Wires at chosen ports, followed through buffers:
Bar = 20 um.
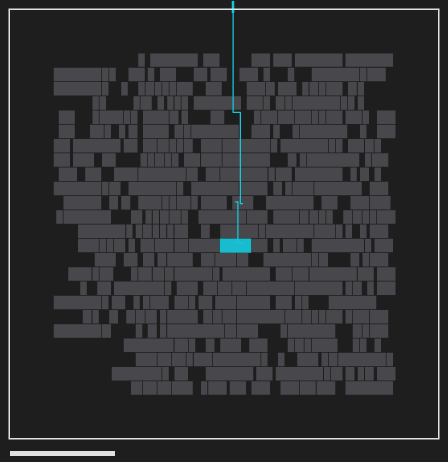
Routed clock nets over the placement:
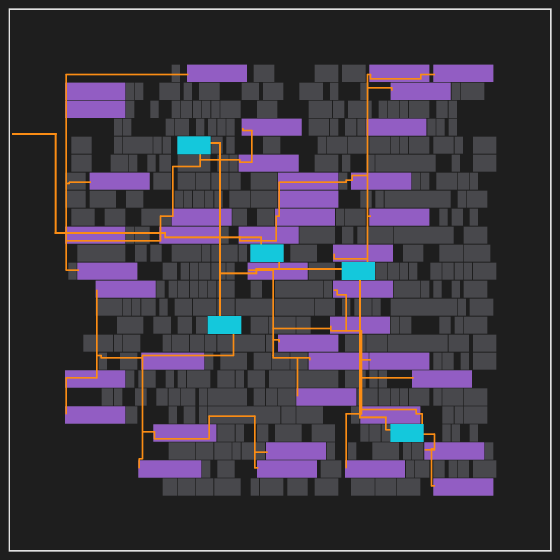
Where the registers sit:
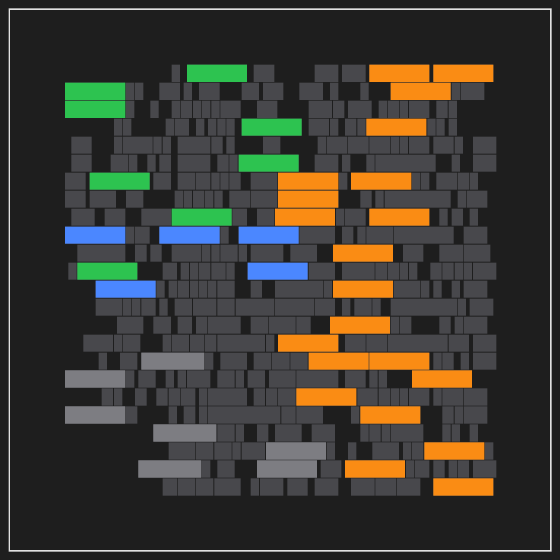
Congestion heat map:
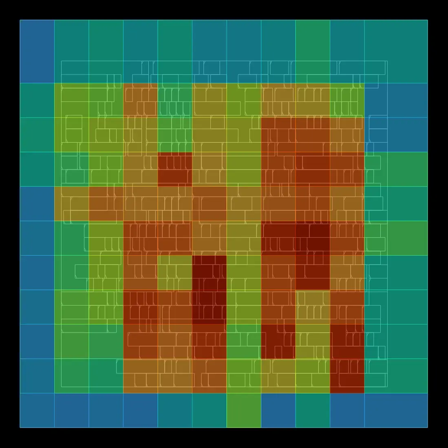
The metal 1 layer:
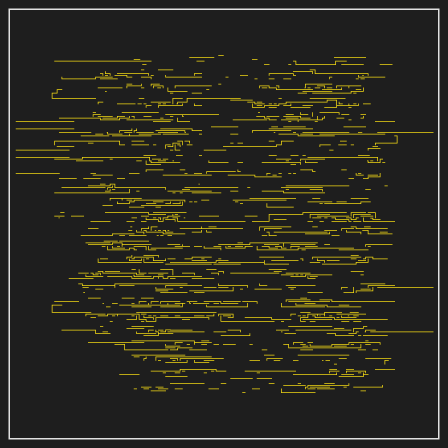
[src/rtl/result_fifo_drain_tx.sv]
// -----------------------------------------------------------------------------
// result_fifo_drain_tx
//   This block drains the exponential-engine result FIFO. It pops one word at a
//   time and transmits it on a 1-bit serial line. Each frame is a low start bit,
//   then DATA_W payload bits LSB-first, then a high stop bit. Every bit is held
//   for CLKS_PER_BIT clock cycles.
//
// Ports
//   clk          : system clock, rising edge
//   rst          : asynchronous, active-high reset
//   drain_en_i   : permission to start popping; sampled only while idle
//   empty_i      : FIFO empty flag; sampled only while idle
//   usedw_i      : FIFO fill level; registered onto fifo_level_o
//   q_i          : FIFO read data, valid the cycle after rd_req_o
//   rd_req_o     : FIFO read request, a single-cycle pulse per word
//   tx_o         : serial line, idles high
//   busy_o       : high whenever a word is being fetched or sent
//   word_done_o  : one-cycle pulse on the final cycle of each stop bit
//   words_sent_o : count of completed frames; wraps to zero
//   fifo_level_o : registered copy of usedw_i
// -----------------------------------------------------------------------------
module result_fifo_drain_tx #(
  parameter int DATA_W       = 21,
  parameter int CLKS_PER_BIT = 4,
  parameter int CNT_W        = 8
) (
  input  logic              clk,
  input  logic              rst,
  input  logic              drain_en_i,
  input  logic              empty_i,
  input  logic [1:0]        usedw_i,
  input  logic [DATA_W-1:0] q_i,
  output logic              rd_req_o,
  output logic              tx_o,
  output logic              busy_o,
  output logic              word_done_o,
  output logic [CNT_W-1:0]  words_sent_o,
  output logic [1:0]        fifo_level_o
);

  localparam int CW = (CLKS_PER_BIT > 1) ? $clog2(CLKS_PER_BIT) : 1;
  localparam int BW = (DATA_W > 1) ? $clog2(DATA_W) : 1;
  localparam logic [CW-1:0] CLK_LAST = CW'(CLKS_PER_BIT - 1);
  localparam logic [BW-1:0] BIT_LAST = BW'(DATA_W - 1);

  typedef enum logic [2:0] {
    S_IDLE,
    S_RD,
    S_LATCH,
    S_START,
    S_DATA,
    S_STOP
  } state_t;

  state_t             state_q,   state_d;
  logic [DATA_W-1:0]  shift_q,   shift_d;
  logic [CW-1:0]      clk_cnt_q, clk_cnt_d;
  logic [BW-1:0]      bit_idx_q, bit_idx_d;
  logic [CNT_W-1:0]   words_q,   words_d;
  logic [1:0]         level_q;
  logic               bit_end;

  // True on the last clock cycle of the current serial bit.
  assign bit_end = (clk_cnt_q == CLK_LAST);

  always_comb begin
    state_d   = state_q;
    shift_d   = shift_q;
    clk_cnt_d = clk_cnt_q;
    bit_idx_d = bit_idx_q;
    words_d   = words_q;
    case (state_q)
      S_IDLE: begin
        clk_cnt_d = '0;
        if (drain_en_i && !empty_i) state_d = S_RD;
      end
      S_RD: begin
        state_d = S_LATCH;
      end
      S_LATCH: begin
        // A normal-mode FIFO presents the popped word one cycle after rd_req.
        shift_d   = q_i;
        clk_cnt_d = '0;
        state_d   = S_START;
      end
      S_START: begin
        if (bit_end) begin
          clk_cnt_d = '0;
          bit_idx_d = '0;
          state_d   = S_DATA;
        end else begin
          clk_cnt_d = clk_cnt_q + 1'b1;
        end
      end
      S_DATA: begin
        if (bit_end) begin
          clk_cnt_d = '0;
          shift_d   = shift_q >> 1;
          if (bit_idx_q == BIT_LAST) begin
            state_d = S_STOP;
          end else begin
            bit_idx_d = bit_idx_q + 1'b1;
          end
        end else begin
          clk_cnt_d = clk_cnt_q + 1'b1;
        end
      end
      S_STOP: begin
        if (bit_end) begin
          clk_cnt_d = '0;
          words_d   = words_q + 1'b1;
          state_d   = S_IDLE;
        end else begin
          clk_cnt_d = clk_cnt_q + 1'b1;
        end
      end
      default: begin
        state_d = S_IDLE;
      end
    endcase
  end

  always_ff @(posedge clk or posedge rst) begin
    if (rst) begin
      state_q   <= S_IDLE;
      shift_q   <= '0;
      clk_cnt_q <= '0;
      bit_idx_q <= '0;
      words_q   <= '0;
      level_q   <= '0;
    end else begin
      state_q   <= state_d;
      shift_q   <= shift_d;
      clk_cnt_q <= clk_cnt_d;
      bit_idx_q <= bit_idx_d;
      words_q   <= words_d;
      level_q   <= usedw_i;
    end
  end

  // The outputs are decoded only from registers. Reset forces the line high
  // immediately, because the state register clears asynchronously.
  always_comb begin
    tx_o = 1'b1;
    case (state_q)
      S_START: tx_o = 1'b0;
      S_DATA:  tx_o = shift_q[0];
      default: tx_o = 1'b1;
    endcase
  end

  assign rd_req_o     = (state_q == S_RD);
  assign busy_o       = (state_q != S_IDLE);
  assign word_done_o  = (state_q == S_STOP) && bit_end;
  assign words_sent_o = words_q;
  assign fifo_level_o = level_q;

endmodule
[config.mk]
export PLATFORM = sky130hd
export DESIGN_NAME = result_fifo_drain_tx
export DESIGN_NICKNAME = d
export VERILOG_FILES = /design/src/rtl/result_fifo_drain_tx.sv
export SDC_FILE = /design/constraint.sdc
export NUM_CORES = 1
export LEC_CHECK = 0
export ABC_AREA = 1
export CAP_MARGIN = 10
export CORE_MARGIN = 8
export CORE_UTILIZATION = 52
export DETAILED_ROUTE_END_ITERATION = 8
export PLACE_DENSITY = 0.82
export SYNTH_ARGS = -nofsm -noshare
export SYNTH_HDL_FRONTEND = slang
export SYNTH_SLANG_ARGS = --single-unit
[constraint.sdc]
create_clock -name clk -period 1.57 [get_ports clk]
set_clock_uncertainty 0.15 [all_clocks]
set_input_delay 0.314 -clock clk [delete_from_list [all_inputs] [get_ports clk]]
set_output_delay 0.314 -clock clk [all_outputs]
set_load 0.02 [all_outputs]
==> flow_summary.json <==
{
  "run_status": "complete, but fails checks",
  "failed_checks": "setup timing",
  "global_route.usage.met3_pct": 4.16,
  "vdd_drop_max_uv": 955,
  "worst-r2r-setup-slack_ns": -0.15,
  "numCtsBuffers": 5,
  "critical_path.max_stage_delay_ns": 0.45,
  "final_layout_top_logic_cells": "72 x sky130_fd_sc_hd__nand2_1, 42 x sky130_fd_sc_hd__inv_1, 38 x sky130_fd_sc_hd__dfrtp_1, 26 x sky130_fd_sc_hd__clkdlybuf4s50_1, 24 x sky130_fd_sc_hd__buf_4",
  "hold_viol": 0,
  "worstReg2RegEnd": "shift_q[17]",
  "place.port_buffers": 40,
  "detail_route.wirelength.met1_mm": 2.46,
  "finalMaxSlewViolations": 0,
  "cts_setup_buffers": 10,
  "clk_latency_ns": 0.30,
  "worst-endpoint-required_ns": 1.11,
  "row_count": 24,
  "area_share_nonclk_buffers_pct": 25.2,
  "finalSetupViolCount": 32,
  "maxUsedRoutingLayer": "met4",
  "drtPass1Iterations": 4,
  "topCombFamilyByArea": "simple AND/OR/NAND/NOR gates",
  "p_per_area_mw_per_mm2": 1710,
  "mean_instance_size_in_the_synthesized_netlist_um2": 7.89,
  "ys.warnings.count": 0,
  "grt.met2_usage_pct": 32.6,
  "mostFrequentLayoutCell": "sky130_fd_sc_hd__nand2_1",
  "final_core_util_pct": 77.8,
  "yosys_cells": 284,
  "worst_hold_slack_ns": 0.233,
  "netlist.top_cell.by_instances": "sky130_fd_sc_hd__nand2_1",
  "insertedDiodeCount": 0,
  "power_frac_clock_pct": 15.8,
  "number_of_logic_stages_on_the_critical_path_including_buffering": 5,
  "chip_area_mm2": 0.00667,
  "worst-setup-path-type": "reg2out",
  "fillCellCount": 286,
  "setup_ws_ns": -0.196,
  "remaining_drc_errors": 0,
  "finalInstanceArea_mm2": 0.00332,
  "post_synth_inst_count": 284,
  "grt_overflow": 0,
  "cts.reportedPaths.clkPinSlew_ns": 0.08,
  "cts_hold_repair.buffers": 0,
  "synth_chip_area_mm2": 0.00224,
  "power_switching_share_pct": 39.2,
  "logic_area_mm2": 0.00110,
  "initial_antenna_violation_count": 0,
  "worst-path-max-fanout": 3,
  "areaGrowthSynthToFinish_pct": 48.0,
  "htreeDepth": 2,
  "final.signal_inverter_count": 46,
  "largest_cell_class": "multi-input combinational cells",
  "area.share.sequential_pct": 31.0,
  "power_leakage_uw": 0.00169,
  "worst_slack_after_detailed_placement_ns": -0.440,
  "dp.cells": 380,
  "clock_power_uw": 895,
  "netlist_area_mm2": 0.00224,
  "nNetsFinal": 388,
  "detailroute.via_count": 2103,
  "synth.top_cell.area_share_pct": 45.8,
  "yosysTopAreaCell": "sky130_fd_sc_hd__dfrtp_1",
  "clk_share_pct": 3.51,
  "critPathTopFamily": "flip-flops",
  "wl_per_cell_um": 14.9,
  "fin_crit_ns": 1.77,
  "detailed_place.area_mm2": 0.00276,
  "setup_repair_after_global_routing_missed_its_margin": "yes",
  "post_cts_resize_count": 47,
  "setup_tns_ns": -3.82,
  "yosys_register_bits": 41,
  "met3WireLength_um": 281,
  "power.switching_uw": 2230,
  "post_synth_num_cell_types": 28
}
Notes on 'wires at chosen ports, followed through buffers' above:
legend:
  cyan:
    port: tx_o
    bits: 1
    direction: output
    edge: top
    end_cells: 1
    wire: 47.6 um

Notes on 'routed clock nets over the placement' above:
legend:
  cyan:
    item: clock-net drivers
    count: 5
  purple:
    item: flip-flops
    count: 41
  orange:
    item: clock wires
    length: 539 um
flops lie: spread over the die
routed clock nets: 6

Notes on 'where the registers sit' above:
legend:
  green:
    signal: words_sent_o
    sequential_cells: 8
  blue:
    signal: bit_idx_q
    sequential_cells: 5
  orange:
    signal: shift_q
    sequential_cells: 21
not colored: 7

Notes on 'congestion heat map' above:
GRT met1 Usage: 19.6%
busiest metal layer after global routing: met2

Notes on 'the metal 1 layer' above:
wire length on this layer: 2460 um
main direction: horizontal
longest straight run: 18.4 um

